**config.mk**
```make
export PLATFORM = sky130hd
export DESIGN_NAME = ram_stream_writer
export DESIGN_NICKNAME = d
export VERILOG_FILES = /design/src/rtl/ram_stream_writer.sv
export SDC_FILE = /design/constraint.sdc
export NUM_CORES = 1
export LEC_CHECK = 0
export CAP_MARGIN = 5
export CORE_ASPECT_RATIO = 1.25
export CORE_MARGIN = 2
export CORE_UTILIZATION = 50
export DETAILED_ROUTE_END_ITERATION = 16
export DONT_BUFFER_PORTS = 1
export PLACE_DENSITY_LB_ADDON = 0.12
export RECOVER_POWER = 50
export SLEW_MARGIN = 15
export SYNTH_ARGS = -nofsm -noshare
export SYNTH_HDL_FRONTEND = slang
export SYNTH_SLANG_ARGS = --single-unit
```
**constraint.sdc**
```tcl
create_clock -name clk -period 1.2 [get_ports clk]
set_input_delay 0.24 -clock clk [delete_from_list [all_inputs] [get_ports clk]]
set_output_delay 0.24 -clock clk [all_outputs]
set_load 0.05 [all_outputs]
```
**src/rtl/ram_stream_writer.sv**
```systemverilog
// ram_stream_writer: loads RAM words 0..WORD_NUM-1 from a valid/ready stream; optional readback check via RAM_STREAM_WRITER_READBACK_CHECK_EN
module ram_stream_writer #(
  parameter int DATA_WIDTH = 16,
  parameter int ADR_WIDTH  = 8,
  parameter int WORD_NUM   = 256,
  parameter int RD_LATENCY = 2
) (
  input  logic                  clk,
  input  logic                  rst_n,
  input  logic                  start,
  input  logic                  abort,
  input  logic [DATA_WIDTH-1:0] s_data,
  input  logic                  s_valid,
  output logic                  s_ready,
  output logic [ADR_WIDTH-1:0]  mem_adr,
  output logic [DATA_WIDTH-1:0] mem_wdata,
  output logic                  mem_we,
  input  logic [DATA_WIDTH-1:0] mem_q,
  output logic                  busy,
  output logic                  done,
  output logic                  err,
  output logic [ADR_WIDTH:0]    word_cnt
);
  localparam logic [ADR_WIDTH:0] LAST = (ADR_WIDTH+1)'(WORD_NUM - 1);
  localparam logic [ADR_WIDTH:0] ONE  = (ADR_WIDTH+1)'(1);
`ifdef RAM_STREAM_WRITER_READBACK_CHECK_EN
  typedef enum logic [1:0] {IDLE, WRITE, CHECK, DONE} state_e;
`else
  typedef enum logic [1:0] {IDLE, WRITE, DONE} state_e;
`endif
  state_e                state_q, state_d;
  logic                  s_ready_q, mem_we_q, mem_we_d, busy_q, done_q, err_q, err_d, hs, go;
  logic [ADR_WIDTH-1:0]  mem_adr_q, mem_adr_d;
  logic [DATA_WIDTH-1:0] mem_wdata_q, mem_wdata_d;
  logic [ADR_WIDTH:0]    cnt_q, cnt_d;
  assign hs = s_valid & s_ready_q;
  assign go = state_q == IDLE && start && !abort;
`ifdef RAM_STREAM_WRITER_READBACK_CHECK_EN
  localparam int CW = DATA_WIDTH + ADR_WIDTH;
  localparam logic [ADR_WIDTH:0] NUM = (ADR_WIDTH+1)'(WORD_NUM);
  logic [CW-1:0]         wsum_q, wsum_d, rsum_q, rsum_d;
  logic [ADR_WIDTH:0]    rd_cnt_q, rd_cnt_d, rcv_q, rcv_d;
  logic [RD_LATENCY-1:0] dl_q, dl_d;
  logic                  adr_v_q, adr_v_d, rd_hit, chk_last, chk_bad;
  assign rd_hit   = dl_q[RD_LATENCY-1];
  assign chk_last = rd_hit && rcv_q == LAST;
  assign chk_bad  = (rsum_q + CW'(mem_q)) != wsum_q;
  // write/read checksums, read address sequencer and the read-valid delay line qualifying mem_q
  always_comb begin
    adr_v_d  = state_q == CHECK && rd_cnt_q != NUM;
    rd_cnt_d = go ? '0 : rd_cnt_q + (ADR_WIDTH+1)'(adr_v_d);
    wsum_d   = go ? '0 : hs ? wsum_q + CW'(s_data) : wsum_q;
    rsum_d   = go ? '0 : rd_hit ? rsum_q + CW'(mem_q) : rsum_q;
    rcv_d    = go ? '0 : rcv_q + (ADR_WIDTH+1)'(rd_hit);
    dl_d     = go ? '0 : (dl_q << 1) | RD_LATENCY'(adr_v_q);
  end
  // readback check registers
  always_ff @(posedge clk or negedge rst_n)
    if (!rst_n) begin
      wsum_q   <= '0;
      rsum_q   <= '0;
      rd_cnt_q <= '0;
      rcv_q    <= '0;
      dl_q     <= '0;
      adr_v_q  <= 1'b0;
    end else begin
      wsum_q   <= wsum_d;
      rsum_q   <= rsum_d;
      rd_cnt_q <= rd_cnt_d;
      rcv_q    <= rcv_d;
      dl_q     <= dl_d;
      adr_v_q  <= adr_v_d;
    end
`else
  logic unused_mem_q;
  localparam int unused_rd_latency = RD_LATENCY;
  assign unused_mem_q = ^mem_q;
`endif
  // next state, write port and error flag; a handshake always lands as a write one cycle later
  always_comb begin
    state_d     = state_q;
    cnt_d       = cnt_q;
    err_d       = err_q;
    mem_we_d    = hs;
    mem_adr_d   = mem_adr_q;
    mem_wdata_d = mem_wdata_q;
    if (hs) begin
      mem_adr_d   = cnt_q[ADR_WIDTH-1:0];
      mem_wdata_d = s_data;
      cnt_d       = cnt_q + ONE;
    end
`ifdef RAM_STREAM_WRITER_READBACK_CHECK_EN
    if (adr_v_d) mem_adr_d = rd_cnt_q[ADR_WIDTH-1:0];
`endif
    case (state_q)
      IDLE: if (go) begin
        state_d = WRITE;
        cnt_d   = '0;
        err_d   = 1'b0;
      end
      WRITE: if (abort) begin
        state_d = IDLE;
        err_d   = 1'b1;
`ifdef RAM_STREAM_WRITER_READBACK_CHECK_EN
      end else if (hs && cnt_q == LAST) state_d = CHECK;
      CHECK: if (abort) begin
        state_d = IDLE;
        err_d   = 1'b1;
      end else if (chk_last) begin
        state_d = DONE;
        err_d   = chk_bad;
      end
`else
      end else if (hs && cnt_q == LAST) state_d = DONE;
`endif
      DONE: state_d = IDLE;
      default: state_d = IDLE;
    endcase
  end
  // state and registered outputs
  always_ff @(posedge clk or negedge rst_n)
    if (!rst_n) begin
      state_q     <= IDLE;
      s_ready_q   <= 1'b0;
      mem_adr_q   <= '0;
      mem_wdata_q <= '0;
      mem_we_q    <= 1'b0;
      busy_q      <= 1'b0;
      done_q      <= 1'b0;
      err_q       <= 1'b0;
      cnt_q       <= '0;
    end else begin
      state_q     <= state_d;
      s_ready_q   <= state_d == WRITE;
      mem_adr_q   <= mem_adr_d;
      mem_wdata_q <= mem_wdata_d;
      mem_we_q    <= mem_we_d;
      busy_q      <= state_d != IDLE;
      done_q      <= state_d == DONE;
      err_q       <= err_d;
      cnt_q       <= cnt_d;
    end
  assign s_ready   = s_ready_q;
  assign mem_adr   = mem_adr_q;
  assign mem_wdata = mem_wdata_q;
  assign mem_we    = mem_we_q;
  assign busy      = busy_q;
  assign done      = done_q;
  assign err       = err_q;
  assign word_cnt  = cnt_q;
endmodule
```
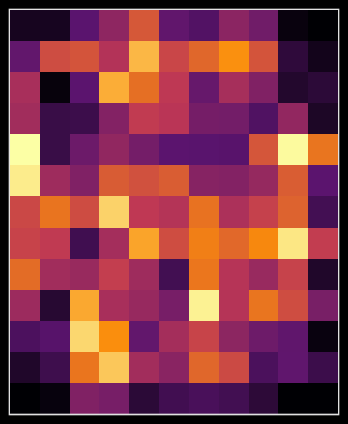
run_1/route_heat.png
Drawn at 6 px/micron. The die is cut into 11 by 13 equal tiles; black is low, pale yellow is high, scaled to the fullest tile. Values are wire area over tile area, all layers added.
The fullest tile reaches 0.36. The mean over all tiles is 0.15. 3.5% of the tiles are nearly empty. 37% of the tiles are over half the peak.
GRT Total Usage: 20.5%
wirelength, routed: 3360 microns
Routed wire per std cell: 14.5 microns
routed via count: 1254

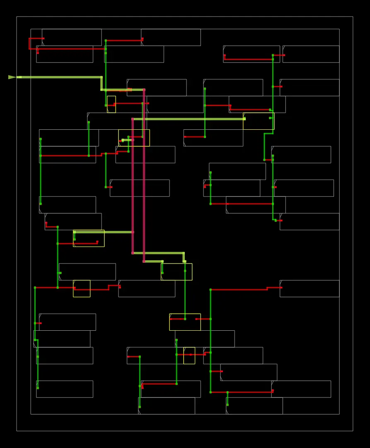
run_1/clock_nets.png
Flop Count: 40
Latency at later pin: 290 ps
CLK BUF: 6

==> qor.yml, run 1 <==
final_layout:
  antenna_cells: 0
  buffers: 26
  lay_top_cells: "nand2_1 (72), dfrtp_1 (20), dfrtp_2 (20), buf_4 (16)"
  logic_gate_count: 116
  nonClkBufAreaFrac_pct: 10.6
  drive_above_1_share_pct: 36.4
  seq_share_pct: 50.3
  area_growth_pct: 27.3
  final_nets: 233
  regArea_sq_um: 1030
  clock_area_share_pct: 4.17
  inv_count: 5
  instances_no_fill: 232
  sh_comb_area_pct: 31.8
  layout_top_cell: "nand2_1"
worst_setup_path:
  timing.critical_path.to: "state_q[0]$_DFF_PN0_"
  start_kind: "register"
  crit_path_end_kind: "register"
  r2r-end: "state_q[0]$_DFF_PN0_"
  critPathRequiredTime_ps: 1370
  r2r_cells: 6
  crit_type: "reg2reg"
  r2r_setup_slack_ps: -90
  r2r_start: "word_cnt[1]$_DFF_PN0_"
  worstPathArrival_ps: 1460
detailed_routing:
  drt_iter0_drc: 22
  antenna_left: 0
  drt-pass1-iter-count: 4
  drc_errors: 0
power_and_ir_drop:
  power.density_nw_per_um2: 1690
  power_mw: 3.46
  power_leakage_nw: 0.975
global_routing:
  grt_pass1_vias: 1224
  grt_max_degree: 41
  antenna_found_initial: 0
  overflow: 0
  grt_pass1_wl_microns: 5290
final_timing:
  max_freq_ghz: 0.777
  holdWs_ps: -360
  tightest_slew_ps: 524
  final-hold-violation-count: 40
  timing.slew.headroom_pct: 65.1
  period_used_pct: 107
  setup_viol: 13
  fin_crit_ps: 1290
  slew_violations: 0
  fin_ws_ps: -86.3
  skew_ps: 9.44
placement:
  place_inst: 223
  hpwl_microns: 2420
  io_buffers: 0
  place_congestion: 0.861
job:
  log.warning_count: 47
  max_cap_violations: 0
logic_synthesis:
  topCellsByArea: "dfrtp_1 (62%), nand2_1 (17%), a21oi_1 (2.2%), o21ai_0 (1.9%), ha_1 (1.6%)"
  top_area_cell: "dfrtp_1"
  synthesis.nets: 205
  ys_seq_share_pct: 62.5
  ys_async_sr_fraction_pct: 100
  synth.distinct_cells: 25
  syn-cell-area_sq_um: 1600
  edf_count: 0
  yosysWarnings: 0
  synth.top_cell.area_share_pct: 62.5
  synthCells: 166
  numSynthFlops: 40
  syn_area_per_cell_sq_um: 9.66
  ys_chip_area_sq_um: 1600
  synth_top_flop_cell: "dfrtp_1"
floorplan:
  fp_util_pct: 51.1
  num_rows: 23
  fp.dieW_microns: 54.6
  io_pins: 75
  core-area_sq_um: 3140
  die_h_microns: 67.3
  taps: 37
clocking:
  cts_max_path_buffers: 2
  cts.sinks: 40
  cts_root_buf: "clkbuf_8"
  cts-resized-gates: 16
  cts_tree: "yes"
  cts_buffers: 5
  htree_levels: 2
  post_cts_buffers: 0
outcome:
  violations: "negative hold slack, negative setup slack"
  outcome: "complete, but fails checks"
min_path:
  hold_path_class: "in2async"
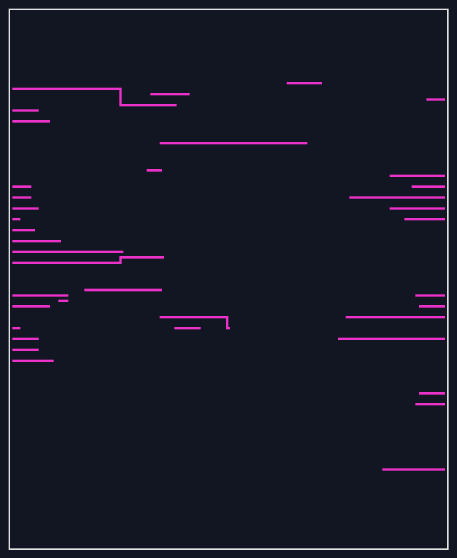
run_1/m3.png
Drawn at 8 px/micron.
The wires run mostly horizontal. The longest straight run is 18.2 microns. The layer carries 234 microns of wire.

-- run 1: worst max-delay path: stages (launching register included) --
cell,delay (ps)
dfrtp_2,400
ha_4,140
nand2_2,50
nor3_2,120
ha_2,220
nand2_4,70
o21a_1,170
-- run 1: state kept, by name, summed over array words and instances, names as in the netlist --
signal,flops
done,1
busy,1
s_ready,1
err,1
mem_wdata,16
mem_we,1
state_q,2
word_cnt,9
mem_adr,8
-- run 1: metal layers --
layer,track usage (%),up-vias,routed length (microns)
li1,-,592,-
met4,10.0,0,49
met1,24.1,613,1290
met5,0,-,0
met2,32.9,43,1780
met3,6.86,6,234
-- run 1: cells in the mapped netlist (2+ instances only) --
cell type,number
nand2_1,74
dfrtp_1,40
a21oi_1,7
o21ai_0,6
nor2_1,5
inv_1,4
clkbuf_1,3
or3_1,3
buf_1,2
ha_1,2
nand3_1,2
nor3_1,2
nor4_1,2
o21a_1,2
xnor2_1,2
-- run 1: report_power, final --
part | switching (mW) | total (mW) | internal (mW)
clock | 0.438 | 0.844 | 0.406
sequential | 0.537 | 2.06 | 1.52
combinational | 0.353 | 0.555 | 0.203
-- run 1: stage by stage --
stage	cell area, sq um	worst slack [ps]	TNS (ps)	util (%)
finish	2040	-86.3	-397	65.1
global route	2040	-150	-2090	65.1
CTS	2000	-103	-571	63.9
detailed placement	1860	-181	-870	59.2
global placement	1860	-112	-557	59.2
floorplan	1640	-236	-1920	-
-- run 1: logic make-up (layout without fill, tap and decap cells) --
family / after synthesis / in the layout / synth area share, %
AND/OR/NAND/NOR: 94 / 94 / 26.1
flip-flops: 40 / 40 / 62.5
AND-OR/OR-AND: 18 / 18 / 6.48
buffers and inverters: 10 / 39 / 2.34
adder cells (fa/ha/maj): 2 / 2 / 1.56
XOR/XNOR: 2 / 2 / 1.09
==> inputs of run 2 (changes only) <==
Settings changed: CORE_MARGIN 2 to 4, GPL_TIMING_DRIVEN set to 0.
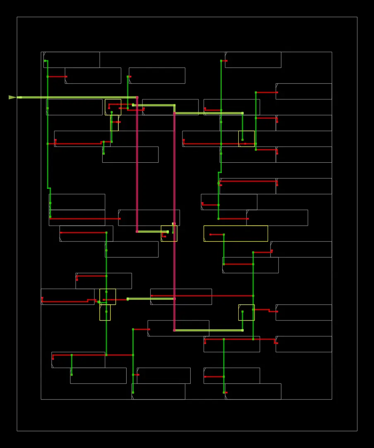
run_2/clock_nets.png
clock sink count: 40
Final Skew: 4.59 ps

==> qor.yml, run 2 <==
power_and_ir_drop:
  power_mw: 3.57
  power.density_nw_per_um2: 1580
global_routing:
  antenna_found_initial: 0
  grtUsageMet1_pct: 24.2
  grt_max_degree: 41
  grt_use_total_pct: 21.3
  grt_pass1_wl_microns: 6670
  overflow: 0
  use_met3_pct: 8.29
worst_setup_path:
  start_kind: "register"
  r2r_start: "s_ready$_DFF_PN0_"
  path_buffers: 1
  cp_top_family: "flip-flops"
  crit_path_end_kind: "register"
  crit_slowest_cell: "dfrtp_4"
  critPathMaxStageDelay_ps: 600
  cp_num_cells: 4
  r2r-end: "word_cnt[3]$_DFF_PN0_"
  r2r_setup_slack_ps: -370
  worstPathArrival_ps: 1850
  timing.critical_path.to: "word_cnt[3]$_DFF_PN0_"
final_timing:
  holdWs_ps: 28.6
  timing.slew.headroom_pct: 64.2
  max_freq_ghz: 0.638
  fin_ws_ps: -368
  fin_crit_ps: 1570
  final-hold-violation-count: 0
  setup_viol: 19
  period_used_pct: 131
floorplan:
  core-area_sq_um: 3000
  io_pins: 75
  num_rows: 22
  fp.dieW_microns: 58.6
  fp_util_pct: 53.4
  die_h_microns: 71.3
detailed_routing:
  wl_per_cell_microns: 17.3
  num_vias: 1304
  drt-pass1-iter-count: 5
  drt_iter0_drc: 68
  top_layer_used: "met4"
  antenna_left: 0
  routed_wirelength_microns: 4180
  drc_errors: 0
  wl_met3_microns: 363
  wl_met1_microns: 1510
  dr_wl_met2_microns: 2210
final_layout:
  area_growth_pct: 41.1
  layout_top_cell: "nand2_1"
  lay_top_cells: "nand2_1 (69), dfrtp_2 (29), dlygate4sd3_1 (18), buf_4 (10)"
  final_nets: 244
  largest_reg_flops: 16
placement:
  hpwl_microns: 2460
  place_congestion: 0.734
  io_buffers: 0
logic_synthesis:
  synthCells: 166
  ys_seq_share_pct: 62.5
  synth_top_flop_cell: "dfrtp_1"
  yosysWarnings: 0
  synth.distinct_cells: 25
  syn_area_per_cell_sq_um: 9.66
  edf_count: 0
  syn-cell-area_sq_um: 1600
  numSynthFlops: 40
  synthesis.nets: 205
  ys_async_sr_fraction_pct: 100
  topCellsByArea: "dfrtp_1 (62%), nand2_1 (17%), a21oi_1 (2.2%), o21ai_0 (1.9%), ha_1 (1.6%)"
  synth.top_cell.area_share_pct: 62.5
  ys_chip_area_sq_um: 1600
job:
  max_cap_violations: 0
  log.warning_count: 45
clocking:
  cts_buffers: 5
  htree_levels: 2
  cts_root_buf: "clkbuf_4"
outcome:
  violations: "negative setup slack"
  outcome: "complete, but fails checks"
min_path:
  hold_path_class: "in2reg"
==> run 2: logic make-up after synthesis <==
family | after synthesis | synth area share [%]
flip-flops | 40 | 62.5
AND-OR/OR-AND | 18 | 6.48
AND/OR/NAND/NOR | 94 | 26.1
XOR/XNOR | 2 | 1.09
buffers and inverters | 10 | 2.34
adder cells (fa/ha/maj) | 2 | 1.56
==> run 2: area by class of cell <==
cell class / count / area [sq um]
plain buffers: 5 / 56.3
clock buffers: 6 / 41.3
clock inverters: 2 / 35.0
fillers: 195 / 738
inverters: 5 / 26.3
multi-input cells: 116 / 693
flip-flops and latches: 40 / 1060
well taps: 36 / 45.0
repair buffers: 32 / 309
==> run 2: repair_timing <==
item,CTS,global route
endpoints found under the hold margin,59,0
endpoints found under the setup margin,72,52
hold buffers,19,0
setup buffers,8,5
resized,44,32
pin swaps,4,11
==> run 2: stage by stage <==
stage	setup TNS, ps	worst slack, ps	instances	util, %	area [sq um]
floorplan	-1920	-236	166	-	1640
global placement	-5160	-379	202	56.3	1690
detailed placement	-6150	-411	202	56.3	1690
CTS	-4190	-331	237	70.4	2110
global route	-4920	-431	242	75.4	2260
finish	-3580	-368	242	75.4	2260
==> run 2: worst min path at each step <==
stage                from                    end  cells after the start
floorplan           rst_n         busy$_DFF_PN0_                      0
global placement    rst_n  word_cnt[3]$_DFF_PN0_                      0
detailed placement  rst_n  word_cnt[5]$_DFF_PN0_                      0
CTS                 abort        err$_DFFE_PN0P_                      2
global route        abort        err$_DFFE_PN0P_                      2
finish              abort        err$_DFFE_PN0P_                      2
==> run 2: where the power goes <==
part           total (mW)  leakage [nW]  internal, mW  switching, mW
Sequential           2.28         0.473          1.54          0.743
Clock               0.877        0.0422         0.437          0.440
Combinational       0.407         0.495         0.200          0.207
Total                3.57          1.01          2.18           1.39
No activity file was given, so power comes from the tool's default toggle rates.
